==> config.mk <==
export PLATFORM = sky130hd
export DESIGN_NAME = fft_input_loader_flat
export DESIGN_NICKNAME = d
export VERILOG_FILES = /design/src/rtl/fft_input_loader_pkg.sv /design/src/rtl/fft_input_loader_if.sv /design/src/rtl/fft_input_loader.sv /design/src/flat_wrapper.sv
export SDC_FILE = /design/constraint.sdc
export NUM_CORES = 1
export LEC_CHECK = 0
export ABC_AREA = 0
export ABC_CLOCK_PERIOD_IN_PS = 2000
export CORE_ASPECT_RATIO = 2
export CORE_MARGIN = 4
export CORE_UTILIZATION = 40
export CTS_CLUSTER_DIAMETER = 120
export CTS_CLUSTER_SIZE = 25
export DETAILED_ROUTE_END_ITERATION = 6
export GPL_ROUTABILITY_DRIVEN = 0
export PLACE_DENSITY = 0.8
export SLEW_MARGIN = 15
export SYNTH_ARGS = -nofsm -noshare
export SYNTH_HDL_FRONTEND = slang
export SYNTH_SLANG_ARGS = --single-unit
==> constraint.sdc <==
create_clock -name clk -period 2 [get_ports clk]
set_clock_uncertainty 0.15 [all_clocks]
set_input_delay 0.3 -clock clk [delete_from_list [all_inputs] [get_ports clk]]
set_output_delay 0.3 -clock clk [all_outputs]
set_load 0.03 [all_outputs]
==> src/rtl/fft_input_loader_pkg.sv <==
// Shared FFT constants, the loader state encoding and the bit-reversal helper
// used to scatter a natural-order frame into bank A.
package fft_consts;

  parameter int DATA_W = 16;
  parameter int N_LOG2 = 3;

  typedef enum logic [1:0] {
    LOAD   = 2'd0,
    FLUSH  = 2'd1,
    START  = 2'd2,
    RESULT = 2'd3
  } ld_state_e;

  function automatic logic [N_LOG2-1:0] bitrev(input logic [N_LOG2-1:0] x);
    logic [N_LOG2-1:0] r;
    for (int i = 0; i < N_LOG2; i++) begin
      r[i] = x[N_LOG2-1-i];
    end
    return r;
  endfunction

endpackage

==> src/rtl/fft_input_loader_if.sv <==
// Sample stream, bank-A write port and AGU handshake of the FFT input loader.
interface fft_input_loader_if #(
  parameter int DATA_W = fft_consts::DATA_W,
  parameter int N_LOG2 = fft_consts::N_LOG2
);

  logic              s_valid;
  logic              s_ready;
  logic [DATA_W-1:0] s_re;
  logic [DATA_W-1:0] s_im;
  logic              s_last;
  logic              wr_en;
  logic [N_LOG2-1:0] wr_addr;
  logic [DATA_W-1:0] wr_re;
  logic [DATA_W-1:0] wr_im;
  logic              fft_start;
  logic              fft_done;
  logic              result_valid;
  logic              result_bank;
  logic              frame_err;

  // The loader itself.
  modport slave (
    input  s_valid, s_re, s_im, s_last, fft_done,
    output s_ready, wr_en, wr_addr, wr_re, wr_im,
           fft_start, result_valid, result_bank, frame_err
  );

  // Sample source, bank-A memory and AGU seen together.
  modport master (
    output s_valid, s_re, s_im, s_last, fft_done,
    input  s_ready, wr_en, wr_addr, wr_re, wr_im,
           fft_start, result_valid, result_bank, frame_err
  );

endinterface

==> src/rtl/fft_input_loader.sv <==
// Loads one N-sample complex frame into bank A at bit-reversed addresses,
// then holds the AGU start level until done and pulses result_valid.
module fft_input_loader #(
  parameter int DATA_W = fft_consts::DATA_W,
  parameter int N_LOG2 = fft_consts::N_LOG2
) (
  input logic               clk,
  input logic               rst_n,
  fft_input_loader_if.slave bus
);

  import fft_consts::ld_state_e;
  import fft_consts::bitrev;

  localparam int                N        = 1 << N_LOG2;
  localparam logic [N_LOG2-1:0] CNT_LAST = N_LOG2'(N - 1);
  localparam logic [N_LOG2-1:0] CNT_ONE  = N_LOG2'(1);

  ld_state_e         state_q, state_d;
  logic              ready_q;
  logic [N_LOG2-1:0] cnt_q, cnt_d;
  logic              wr_en_q;
  logic [N_LOG2-1:0] wr_addr_q;
  logic [DATA_W-1:0] wr_re_q, wr_im_q;
  logic              frame_err_q;
  logic              fft_start_c, result_valid_c;
  logic              accept, at_last;

  assign accept  = bus.s_valid && ready_q;
  assign at_last = (cnt_q == CNT_LAST);
  assign cnt_d   = cnt_q + CNT_ONE;

  // ready is registered from the next state so it is low throughout reset
  always_ff @(posedge clk or negedge rst_n) begin
    if (!rst_n) begin
      state_q <= fft_consts::LOAD;
      ready_q <= 1'b0;
    end else begin
      state_q <= state_d;
      ready_q <= (state_d == fft_consts::LOAD);
    end
  end

  always_comb begin
    state_d = state_q;
    case (state_q)
      fft_consts::LOAD:   if (accept && at_last) state_d = fft_consts::FLUSH;
      fft_consts::FLUSH:  state_d = fft_consts::START;
      fft_consts::START:  if (bus.fft_done) state_d = fft_consts::RESULT;
      fft_consts::RESULT: state_d = fft_consts::LOAD;
      default:            state_d = fft_consts::LOAD;
    endcase
  end

  always_comb begin
    fft_start_c    = 1'b0;
    result_valid_c = 1'b0;
    case (state_q)
      fft_consts::START:  fft_start_c    = 1'b1;
      fft_consts::RESULT: result_valid_c = 1'b1;
      default: ;
    endcase
  end

  // Sample counter and registered bank-A write port
  always_ff @(posedge clk or negedge rst_n) begin
    if (!rst_n) begin
      cnt_q       <= '0;
      wr_en_q     <= 1'b0;
      wr_addr_q   <= '0;
      wr_re_q     <= '0;
      wr_im_q     <= '0;
      frame_err_q <= 1'b0;
    end else begin
      wr_en_q     <= accept;
      frame_err_q <= accept && (bus.s_last != at_last);
      if (accept) begin
        cnt_q     <= cnt_d;
        wr_addr_q <= bitrev(cnt_q);
        wr_re_q   <= bus.s_re;
        wr_im_q   <= bus.s_im;
      end
    end
  end

  assign bus.s_ready      = ready_q;
  assign bus.wr_en        = wr_en_q;
  assign bus.wr_addr      = wr_addr_q;
  assign bus.wr_re        = wr_re_q;
  assign bus.wr_im        = wr_im_q;
  assign bus.fft_start    = fft_start_c;
  assign bus.result_valid = result_valid_c;
  assign bus.result_bank  = 1'(N_LOG2 % 2);
  assign bus.frame_err    = frame_err_q;

endmodule
==> src/flat_wrapper.sv <==
// flat-port wrapper written by rule: the top's interface ports become plain ports
module fft_input_loader_flat import fft_consts::ld_state_e; import fft_consts::bitrev;
#(
  parameter int DATA_W = fft_consts::DATA_W,
  parameter int N_LOG2 = fft_consts::N_LOG2
)
  (clk, rst_n, bus_s_valid, bus_s_re, bus_s_im, bus_s_last, bus_fft_done, bus_s_ready, bus_wr_en, bus_wr_addr, bus_wr_re, bus_wr_im, bus_fft_start, bus_result_valid, bus_result_bank, bus_frame_err);
  fft_input_loader_if #(.DATA_W(DATA_W), .N_LOG2(N_LOG2)) bus_i ();
  input logic clk;
  input logic rst_n;
  input wire logic [$bits(bus_i.s_valid)-1:0] bus_s_valid;
  input wire logic [$bits(bus_i.s_re)-1:0] bus_s_re;
  input wire logic [$bits(bus_i.s_im)-1:0] bus_s_im;
  input wire logic [$bits(bus_i.s_last)-1:0] bus_s_last;
  input wire logic [$bits(bus_i.fft_done)-1:0] bus_fft_done;
  output wire logic [$bits(bus_i.s_ready)-1:0] bus_s_ready;
  output wire logic [$bits(bus_i.wr_en)-1:0] bus_wr_en;
  output wire logic [$bits(bus_i.wr_addr)-1:0] bus_wr_addr;
  output wire logic [$bits(bus_i.wr_re)-1:0] bus_wr_re;
  output wire logic [$bits(bus_i.wr_im)-1:0] bus_wr_im;
  output wire logic [$bits(bus_i.fft_start)-1:0] bus_fft_start;
  output wire logic [$bits(bus_i.result_valid)-1:0] bus_result_valid;
  output wire logic [$bits(bus_i.result_bank)-1:0] bus_result_bank;
  output wire logic [$bits(bus_i.frame_err)-1:0] bus_frame_err;
  assign bus_i.s_valid = bus_s_valid;
  assign bus_i.s_re = bus_s_re;
  assign bus_i.s_im = bus_s_im;
  assign bus_i.s_last = bus_s_last;
  assign bus_i.fft_done = bus_fft_done;
  assign bus_s_ready = bus_i.s_ready;
  assign bus_wr_en = bus_i.wr_en;
  assign bus_wr_addr = bus_i.wr_addr;
  assign bus_wr_re = bus_i.wr_re;
  assign bus_wr_im = bus_i.wr_im;
  assign bus_fft_start = bus_i.fft_start;
  assign bus_result_valid = bus_i.result_valid;
  assign bus_result_bank = bus_i.result_bank;
  assign bus_frame_err = bus_i.frame_err;
  fft_input_loader #(.DATA_W(DATA_W), .N_LOG2(N_LOG2)) u_core (.clk(clk), .rst_n(rst_n), .bus(bus_i));
endmodule
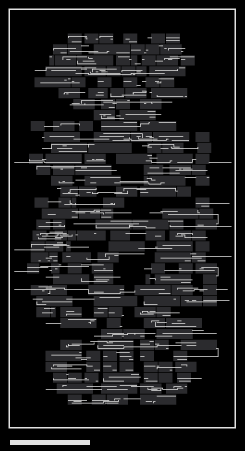
Fig. 1. Signal wires on met1 (run 1).
The bar under the picture is 20 um long. Cells faint in the background.
The wires run mostly horizontal. The layer holds 38% of the routed length. The layer carries 1510 um of wire. The longest straight run is 18.4 um. 200 nets have wire on it.
DRT Wirelength: 4017 um
Via Count: 1102

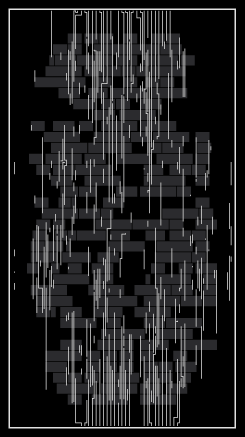
Fig. 2. The metal 2 layer (run 1).
Cells faint in the background.
The wires run mostly vertical. The layer carries 2260 um of wire. 207 nets have wire on it.
met2 GRT Util: 26.86%

==> impl_metrics.toml, run 1 <==
# implementation run metrics
[run_status]
outcome = "finished, final reports clean"

[finish]
seqCellArea_mm2 = 0.001076
antenna_cells = 0
fin_util_pct = 63.71
clock_buffers = 6
area_dominant_class = "flip-flops and latches"
layout_top_cell = "clkdlybuf4s50_1"
drive_above_1_share_pct = 26.34

[die]
chipArea_mm2 = 0.005785
die_w_um = 55.82

[timing]
fmax_mhz = 538.3
finalHoldViolations = 0
slew_violations = 0
fin_tns_setup_ns = 0
timing.hold.ws_ns = 0.3591

[setup_path]
path_depth = 3
critPathSlowestCell = "dfrtp_1"
r2r_setup_slack_ns = 0.45
cp_max_fo = 4
rr_startpoint = "u_core.cnt_q[0]"
worst-r2r-cell-count = 4
path_cells = "inv_1 > ha_1 > dlygate4sd2_1"
cp-startpoint = "u_core.state_q[0]"
r2r_end = "u_core.state_q[0]"

[synthesis]
syn-num-nets = 145
topCellsByArea = "dfrtp_1, mux2_4, ha_1"
most_common_cell = "dfrtp_1"
logic_family = "multiplexers"
yosysTopAreaCellShare_pct = 58.82
mux_share_pct = 30.37
synth_area_per_cell_um2 = 17.76
synthAoiAreaFrac_pct = 1.026

[power]
powerSeq_w = 0.00158
pwr-share-seq_pct = 30.5
ir_drop_uv = 1235

[placed_design]
hpwl_um = 2952
pre_cts_ws_ns = 0.1785
post_dp_cell_area_mm2 = 0.002648

[grt]
grt_pass1_vias = 1294

[drt]
drt_pass1_iterations = 2
drtIter0Drc = 18

[worst_hold_path]
hold_path_startpoint = "u_core.bus.wr_re[0]"
holdPathEnd = "u_core.bus.wr_re[0]"
hp-class = "reg2reg"

[clocking]
cts_hold_buf = 1
cts_tree = "yes"
clockBufferDepth = 2
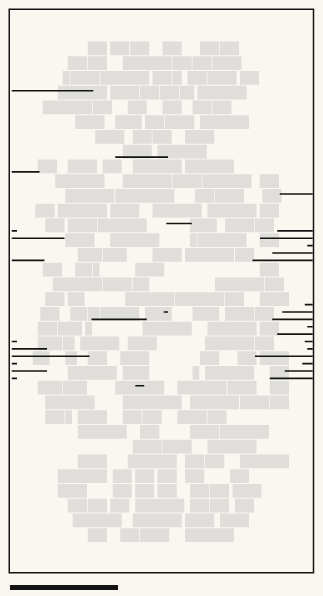
Fig. 3. Met3 routing (run 1).
The bar under the picture is 20 um long. Cells faint in the background.
30 nets have wire on it. The layer holds 4.4% of the routed length. The wires run mostly horizontal. The longest straight run is 14.7 um.
met3 usage: 3.238%

[run 1: cell families (layout without fill, tap and decap cells)]
group | Yosys count | after routing
other | 1 | 1
AND-OR/OR-AND | 2 | 2
AND/OR/NAND/NOR | 5 | 5
multiplexers | 37 | 37
flip-flops | 43 | 43
XOR/XNOR | 2 | 2
buffers and inverters | 8 | 91
adder cells (fa/ha/maj) | 5 | 5
[run 1: per-layer routing]
layer / GRT usage [%] / up-vias / wire length, um
met3: 3.238 / 5 / 175
met2: 26.86 / 33 / 2262
met1: 16.86 / 548 / 1507
met5: 0 / - / 0
met4: 6.112 / 0 / 70
li1: - / 516 / -
==> run 2, diff against run 1 <==
Settings changed: CORE_MARGIN 4 to 2, HOLD_SLACK_MARGIN set to 0.05.
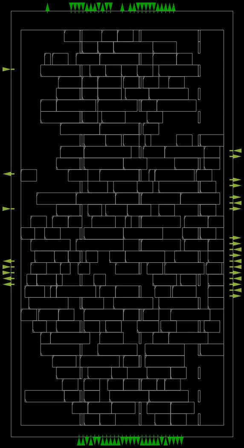
Fig. 4. Placed standard cells (run 2).
fillcell total: 326
post-layout util: 63.31%
non-filler instance count after layout: 241

==> impl_metrics.toml, run 2 <==
# implementation run metrics
[placed_design]
hpwl_um = 3282
pre_cts_ws_ns = 0.1737

[finish]
layout_top_cell = "clkdlybuf4s50_1"

[clocking]
clockBufferDepth = 2
cts_hold_buf = 1

[grt]
met2_usage_pct = 31.84
grt_pass1_vias = 1257
gr-max-usage-layer = "met2"
use_met3_pct = 3.904

[power]
pwr-share-seq_pct = 30.6
ir_drop_uv = 1125
internal-power_w = 0.003246
powerSeq_w = 0.00158
combPwrFrac_pct = 54.3

[setup_path]
cp-startpoint = "u_core.state_q[0]"
path_cells = "inv_1 > ha_1 > dlygate4sd2_1"
path_depth = 3
critPathSlowestCell = "dfrtp_1"
cp_max_fo = 4
r2r_end = "u_core.state_q[0]"

[die]
chipArea_mm2 = 0.005163
die_w_um = 51.82

[timing]
fin_tns_setup_ns = 0
fmax_mhz = 536.3
finalHoldViolations = 0
slew_violations = 0

[drt]
highest_layer = "met4"
wl_met3_um = 155
drt_pass1_iterations = 2
drtIter0Drc = 6

[synthesis]
synthAoiAreaFrac_pct = 1.026
synth_area_per_cell_um2 = 17.76
mux_share_pct = 30.37
topCellsByArea = "dfrtp_1, mux2_4, ha_1"
yosysTopAreaCellShare_pct = 58.82
logic_family = "multiplexers"
most_common_cell = "dfrtp_1"

[run_status]
outcome = "finished, final reports clean"

[worst_hold_path]
hp-class = "in2async"
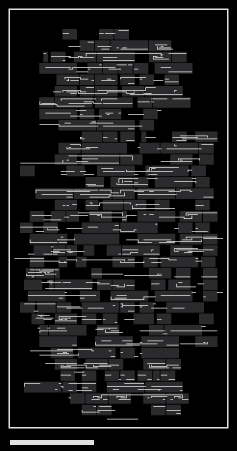
Fig. 5. Signal wires on met1 (run 2).
The bar under the picture is 20 um long. Cells faint in the background.
The layer holds 33% of the routed length. 192 nets have wire on it. The longest straight run is 23.5 um. The wires run mostly horizontal.
Via Count: 1117
DRT Wirelength: 4159 um
M1 GR Usage: 18.79%

[run 2: cell counts after synthesis]
No cell type changed its count.
[run 2: layout make-up]
type	instances	area, um2	area share (%)
Clock buffer	6	72.57	2.616
Clock inverter	2	60.06	2.165
Inverter	3	11.26	0.4060
Multi-Input combinational cell	52	689.4	24.85
Sequential cell	43	1076	38.79
Tap cell	54	67.56	2.436
Timing Repair Buffer	81	797.0	28.73
[run 2: metrics by stage]
stage,instances,total power (W),hold WS (ns)
after floorplan,103,0.003337,-0.1456
after global placement,232,0.004326,0.07244
after detailed placement,232,0.004421,0.09094
after CTS,241,0.005215,0.3171
after global routing,241,0.005396,0.3400
final,241,0.005155,0.3126
Power figures rest on the tool's default switching activity, not on a simulated workload.
